`src/rtl/cpu_pkg.sv`:
```
// Shared opcode constants, the default idle instruction word and the fetch state encoding
// for the fetch unit and its next-PC logic.
package cpu_pkg;

    localparam logic [3:0]  BCOND     = 4'b1100;
    localparam logic [3:0]  JTYPE     = 4'b0100;
    localparam logic [3:0]  JCOND_EXT = 4'b1100;
    localparam logic [3:0]  JAL_EXT   = 4'b1000;
    localparam logic [15:0] NOP_WORD  = 16'h0020;

    typedef enum logic [1:0] {
        ST_FETCH   = 2'd0,
        ST_DECODE  = 2'd1,
        ST_EXECUTE = 2'd2
    } fetch_state_t;

    function automatic logic is_jal(input logic [15:0] decoded);
        return (decoded[15:12] == JTYPE) && (decoded[7:4] == JAL_EXT);
    endfunction

endpackage

```
`src/rtl/next_pc_calc.sv`:
```
// Combinational next-PC selection: relative branch, register jump or jump-and-link,
// otherwise sequential. All arithmetic wraps modulo 2^16.
module next_pc_calc #(
    parameter logic [15:0] NOP_WORD = cpu_pkg::NOP_WORD
) (
    input  logic [15:0] pc,
    input  logic [15:0] decoded,
    input  logic [15:0] reg_data,
    output logic [15:0] next_pc
);
    import cpu_pkg::*;

    logic        w_is_branch;
    logic        w_is_jump;
    logic [15:0] w_disp;

    assign w_is_branch = (decoded[15:12] == BCOND) && (decoded != NOP_WORD);
    assign w_is_jump   = (decoded[15:12] == JTYPE) &&
                         ((decoded[7:4] == JCOND_EXT) || (decoded[7:4] == JAL_EXT));
    assign w_disp      = {{8{decoded[7]}}, decoded[7:0]};

    always_comb begin
        next_pc = pc + 16'd1;
        if (w_is_branch) begin
            next_pc = pc + w_disp;
        end else if (w_is_jump) begin
            next_pc = reg_data;
        end
    end

endmodule

```
`src/rtl/fetch_unit.sv`:
```
// Instruction fetch sequencer: FETCH -> DECODE -> EXECUTE, holding the instruction
// register for the external decoder and updating pc/retired on datapath completion.
module fetch_unit #(
    parameter logic [15:0] RESET_PC = 16'h0000,
    parameter logic [15:0] NOP_WORD = cpu_pkg::NOP_WORD
) (
    input  logic        clock,
    input  logic        reset,
    output logic [15:0] mem_addr,
    output logic        mem_ren,
    input  logic        mem_valid,
    input  logic [15:0] mem_rdata,
    output logic [15:0] instr,
    output logic        instr_valid,
    input  logic [15:0] decoded,
    input  logic        ex_ready,
    output logic [3:0]  tgt_reg,
    input  logic [15:0] reg_data,
    output logic        link_we,
    output logic [3:0]  link_reg,
    output logic [15:0] link_data,
    output logic [15:0] pc,
    output logic [15:0] retired
);
    import cpu_pkg::*;

    fetch_state_t r_state;
    fetch_state_t w_state_nxt;
    logic [15:0]  r_pc;
    logic [15:0]  r_instr;
    logic [15:0]  r_retired;
    logic [15:0]  w_next_pc;
    logic         w_mem_ren;
    logic         w_instr_valid;
    logic         w_link_we;
    logic         w_load_instr;
    logic         w_retire;

    next_pc_calc #(
        .NOP_WORD (NOP_WORD)
    ) u_next_pc (
        .pc       (r_pc),
        .decoded  (decoded),
        .reg_data (reg_data),
        .next_pc  (w_next_pc)
    );

    always_ff @(posedge clock or posedge reset) begin
        if (reset) begin
            r_state <= ST_FETCH;
        end else begin
            r_state <= w_state_nxt;
        end
    end

    always_comb begin
        w_state_nxt = r_state;
        case (r_state)
            ST_FETCH:   if (mem_valid) w_state_nxt = ST_DECODE;
            ST_DECODE:  w_state_nxt = ST_EXECUTE;
            ST_EXECUTE: if (ex_ready) w_state_nxt = ST_FETCH;
            default:    w_state_nxt = ST_FETCH;
        endcase
    end

    // mem_ren is masked by reset so no request is seen until reset releases
    always_comb begin
        w_mem_ren     = (r_state == ST_FETCH) && !reset;
        w_instr_valid = (r_state == ST_DECODE) || (r_state == ST_EXECUTE);
        w_load_instr  = (r_state == ST_FETCH) && mem_valid;
        w_retire      = (r_state == ST_EXECUTE) && ex_ready;
        w_link_we     = w_retire && is_jal(decoded);
    end

    always_ff @(posedge clock or posedge reset) begin
        if (reset) begin
            r_pc      <= RESET_PC;
            r_instr   <= NOP_WORD;
            r_retired <= 16'd0;
        end else begin
            if (w_load_instr) begin
                r_instr <= mem_rdata;
            end
            if (w_retire) begin
                r_pc      <= w_next_pc;
                r_retired <= r_retired + 16'd1;
            end
        end
    end

    assign mem_addr    = r_pc;
    assign mem_ren     = w_mem_ren;
    assign instr       = r_instr;
    assign instr_valid = w_instr_valid;
    assign tgt_reg     = decoded[3:0];
    assign link_we     = w_link_we;
    assign link_reg    = decoded[11:8];
    assign link_data   = r_pc + 16'd1;
    assign pc          = r_pc;
    assign retired     = r_retired;

endmodule

```
`config.mk`:
```
export PLATFORM = sky130hd
export DESIGN_NAME = fetch_unit
export DESIGN_NICKNAME = d
export VERILOG_FILES = /design/src/rtl/cpu_pkg.sv /design/src/rtl/next_pc_calc.sv /design/src/rtl/fetch_unit.sv
export SDC_FILE = /design/constraint.sdc
export NUM_CORES = 1
export LEC_CHECK = 0
export CAP_MARGIN = 30
export CORE_ASPECT_RATIO = 1.5
export CORE_UTILIZATION = 40
export DETAILED_ROUTE_END_ITERATION = 16
export GPL_ROUTABILITY_DRIVEN = 0
export PLACE_DENSITY = 0.82
export SYNTH_ARGS = -nofsm -noshare
export SYNTH_HDL_FRONTEND = slang
export SYNTH_SLANG_ARGS = --single-unit
```
`constraint.sdc`:
```
create_clock -name clock -period 2.9 [get_ports clock]
set_clock_uncertainty 0.15 [all_clocks]
set_input_delay 0.58 -clock clock [delete_from_list [all_inputs] [get_ports clock]]
set_output_delay 0.58 -clock clock [all_outputs]
set_load 0.02 [all_outputs]
```
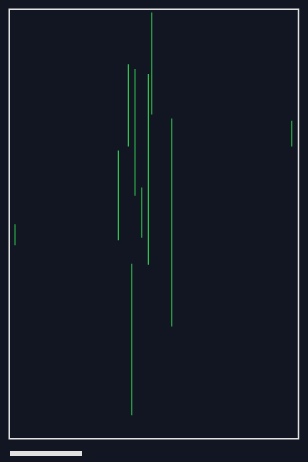
Fig. 1. Signal wires on met4 (run 1).
Scale bar: 20 um.
- longest straight run: 57.1 um
- wire length on this layer: 286 um
- share of all routed wire: 2.7%
Post-Route WL: 10700 um
via count: 3642

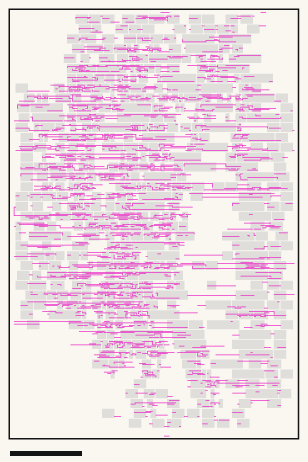
Fig. 2. M1 wires (run 1).
Scale bar: 20 um. Cells faint in the background.
- wire length on this layer: 3910 um
- main direction: horizontal
- share of all routed wire: 36%
- nets with wire on the layer: 532
met1 usage: 25.3%

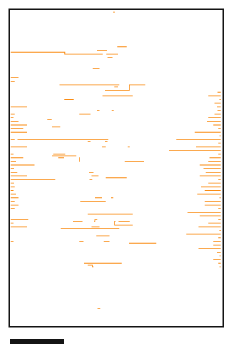
Fig. 3. Metal 3 (run 1).
Scale bar: 20 um.
- main direction: horizontal
- longest straight run: 33.6 um
met3 Use GR: 3.26%

==> out/results.ini, run 1 <==
[hold_path]
hold_depth=1
holdCritPathClass=register to register
hp-start=retired[15]

[final_layout]
lay_top_count=clkdlybuf4s50_1
post-route-util_pct=63.4
nNonClkInverters=10
logic_gates=283
diodes=0
clock_area_share_pct=2.67
ff_count=50
drive_gt1_share_pct=23.6
layout.cells.non_filler=665
nNonClkBuffers=204
nNetsFinal=628
clock_buffers=5
fillers=704
logic_area_sq_um=2130

[detailed_routing]
detail_route.iter0.violations=153
postRouteAntennaNets=0
dr_wl_met3_um=607
via_per_inst=5.48
m1WireLength_um=3910
dr.pass1.iters=4
drc_errors=0

[placed_design]
dp_hpwl_um=8330
placed_area_sq_um=5380

[flow_run]
cap_violations=0
log.warning_count=31

[critical_path]
path_delay_family=simple AND/OR/NAND/NOR gates
crit_path_start=mem_addr[0]
critical_path_class=register to output port
crit_path_end_kind=output port
path_max_fanout=5
r2r-end=mem_addr[12]
path_depth=5
crit_slowest_cell=or4_4
critical_path.max_stage_delay_ps=580
crit_arrival_ps=2150

[die]
ios=143
tap_cells=110
fp.coreArea_sq_um=8780
die-area_sq_um=9380
die_height_um=118
fp_util_pct=41.0

[synth]
yosysSeqAreaShare_pct=34.8
ys_warn_count=0
simple_gate_area_share_pct=16.6
syn-num-nets=452
syn_inst=378
synth-edff-count=0
most_common_cell=dfrtp_1
yosys-stat-area_sq_um=3600
async_flop_share_pct=100
syn_area_sq_um=3600
yosysTopAreaCell=dfrtp_1

[global_routing]
grt.busiest_layer=met2
grt_max_degree=33
grt_util_met2_pct=43.8
track_usage_pct=23.5
grt_pass1_vias=3759
grt_pass1_wl_um=17400

[sta]
hold_ws_ps=325
worstMarginPinSlew_ps=637
finalSetupTns_ps=0
rsz0062_at_grt=yes

[clock_tree]
root_buffer=clkbuf_16
clockBufferDepth=2
post_cts_resized=45
cts_hold_buf=0

[power_and_ir_drop]
pwr-share-clk_pct=12.0
p_total_uw=4980
switching_share_pct=41.9

[run_status]
status=finished, final reports clean

==> run 2: changes to the inputs <==
CORE_UTILIZATION = 48   (was 40)
PLACE_DENSITY = 0.91   (was 0.82)
clock period = 3.6 ns   (was 2.9 ns; I/O delays follow)
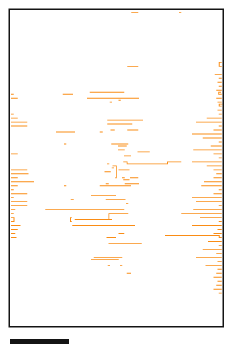
Fig. 4. Metal 3 (run 2).
Scale bar: 20 um.
- share of all routed wire: 5.8%
- wire length on this layer: 559 um
via count: 3398
Post-Route WL: 9620 um
met3 Use GR: 3.63%

==> run 2 against run 1 <==
Combinational power is about 30% lower. Worst setup slack better by 100 ps. Final area is 8.8% lower. Global-route usage is 1.2 points higher. Largest cell class unchanged. Routed wire length is 10% lower. Via count is 6.7% lower. Critical path type unchanged.
==> out/results.ini, run 2 <==
[run_status]
status=finished, final reports clean

[final_layout]
post-route-util_pct=70.3
layout.cells.non_filler=605
drive_gt1_share_pct=13.3
clock_buffers=5
comb_area_share_pct=40.8
fillers=549
nNonClkInverters=10
logic_gates=283
clock_area_share_pct=1.77
nNetsFinal=578
buffer_area_share_pct=29.5
logic_area_sq_um=2070
ff_count=50
lay_top_count=clkdlybuf4s50_1
diodes=0
nNonClkBuffers=154

[global_routing]
track_usage_pct=24.8
met1_usage_pct=28.4
grt_util_met2_pct=45.6
grt_pass1_vias=3337
grt.busiest_layer=met2
grt_pass1_wl_um=15200
grt_max_degree=36

[synth]
yosys-stat-area_sq_um=3600
synth-edff-count=0
async_flop_share_pct=100
most_common_cell=dfrtp_1
syn-num-nets=452
ys_warn_count=0
top_cell_area_share_pct=34.1
yosysSeqAreaShare_pct=34.8
simple_gate_area_share_pct=16.6
syn_area_sq_um=3600
yosysTopAreaCell=dfrtp_1
syn_inst=378
mux_share_pct=8.39

[power_and_ir_drop]
pwr-share-clk_pct=9.4
switching_share_pct=43.5
p_total_uw=3590
power_frac_seq_pct=27.0

[die]
fp.coreArea_sq_um=7230
die_height_um=108
ios=143
fp_util_pct=49.8
tap_cells=100

[critical_path]
path_max_fanout=8
path_delay_family=simple AND/OR/NAND/NOR gates
critical_path.max_stage_delay_ps=650
r2r-end=mem_addr[12]
crit_path_start=mem_addr[2]
crit_arrival_ps=2600
crit_slowest_cell=clkdlybuf4s50_1
critical_path_class=register to output port
cp_cell_sequence=nand4_1 -> or4_1 -> xnor2_1 -> clkdlybuf4s50_1
path_depth=4

[placed_design]
dp_hpwl_um=7550
placed_area_sq_um=4980
pre_cts_slack_ps=-319

[detailed_routing]
m1WireLength_um=3650
detail_route.iter0.violations=200
drc_errors=0
postRouteAntennaNets=0
dr_wl_met3_um=558

[hold_path]
hp-start=retired[15]
hold_depth=1
holdCritPathClass=register to register

[flow_run]
cap_violations=0
log.warning_count=29

[clock_tree]
h-tree-depth=2
cts_hold_buf=0
clockBufferDepth=2
cts_tree=yes
post_cts_resized=4
cts_num_sinks=50

[sta]
hold_ws_ps=334
period_used_pct=96.5
rsz0062_at_grt=no
worstMarginPinSlew_ps=614
finalSetupTns_ps=0
maxSlewViolCount=0

Power and IR drop assume default switching activity.
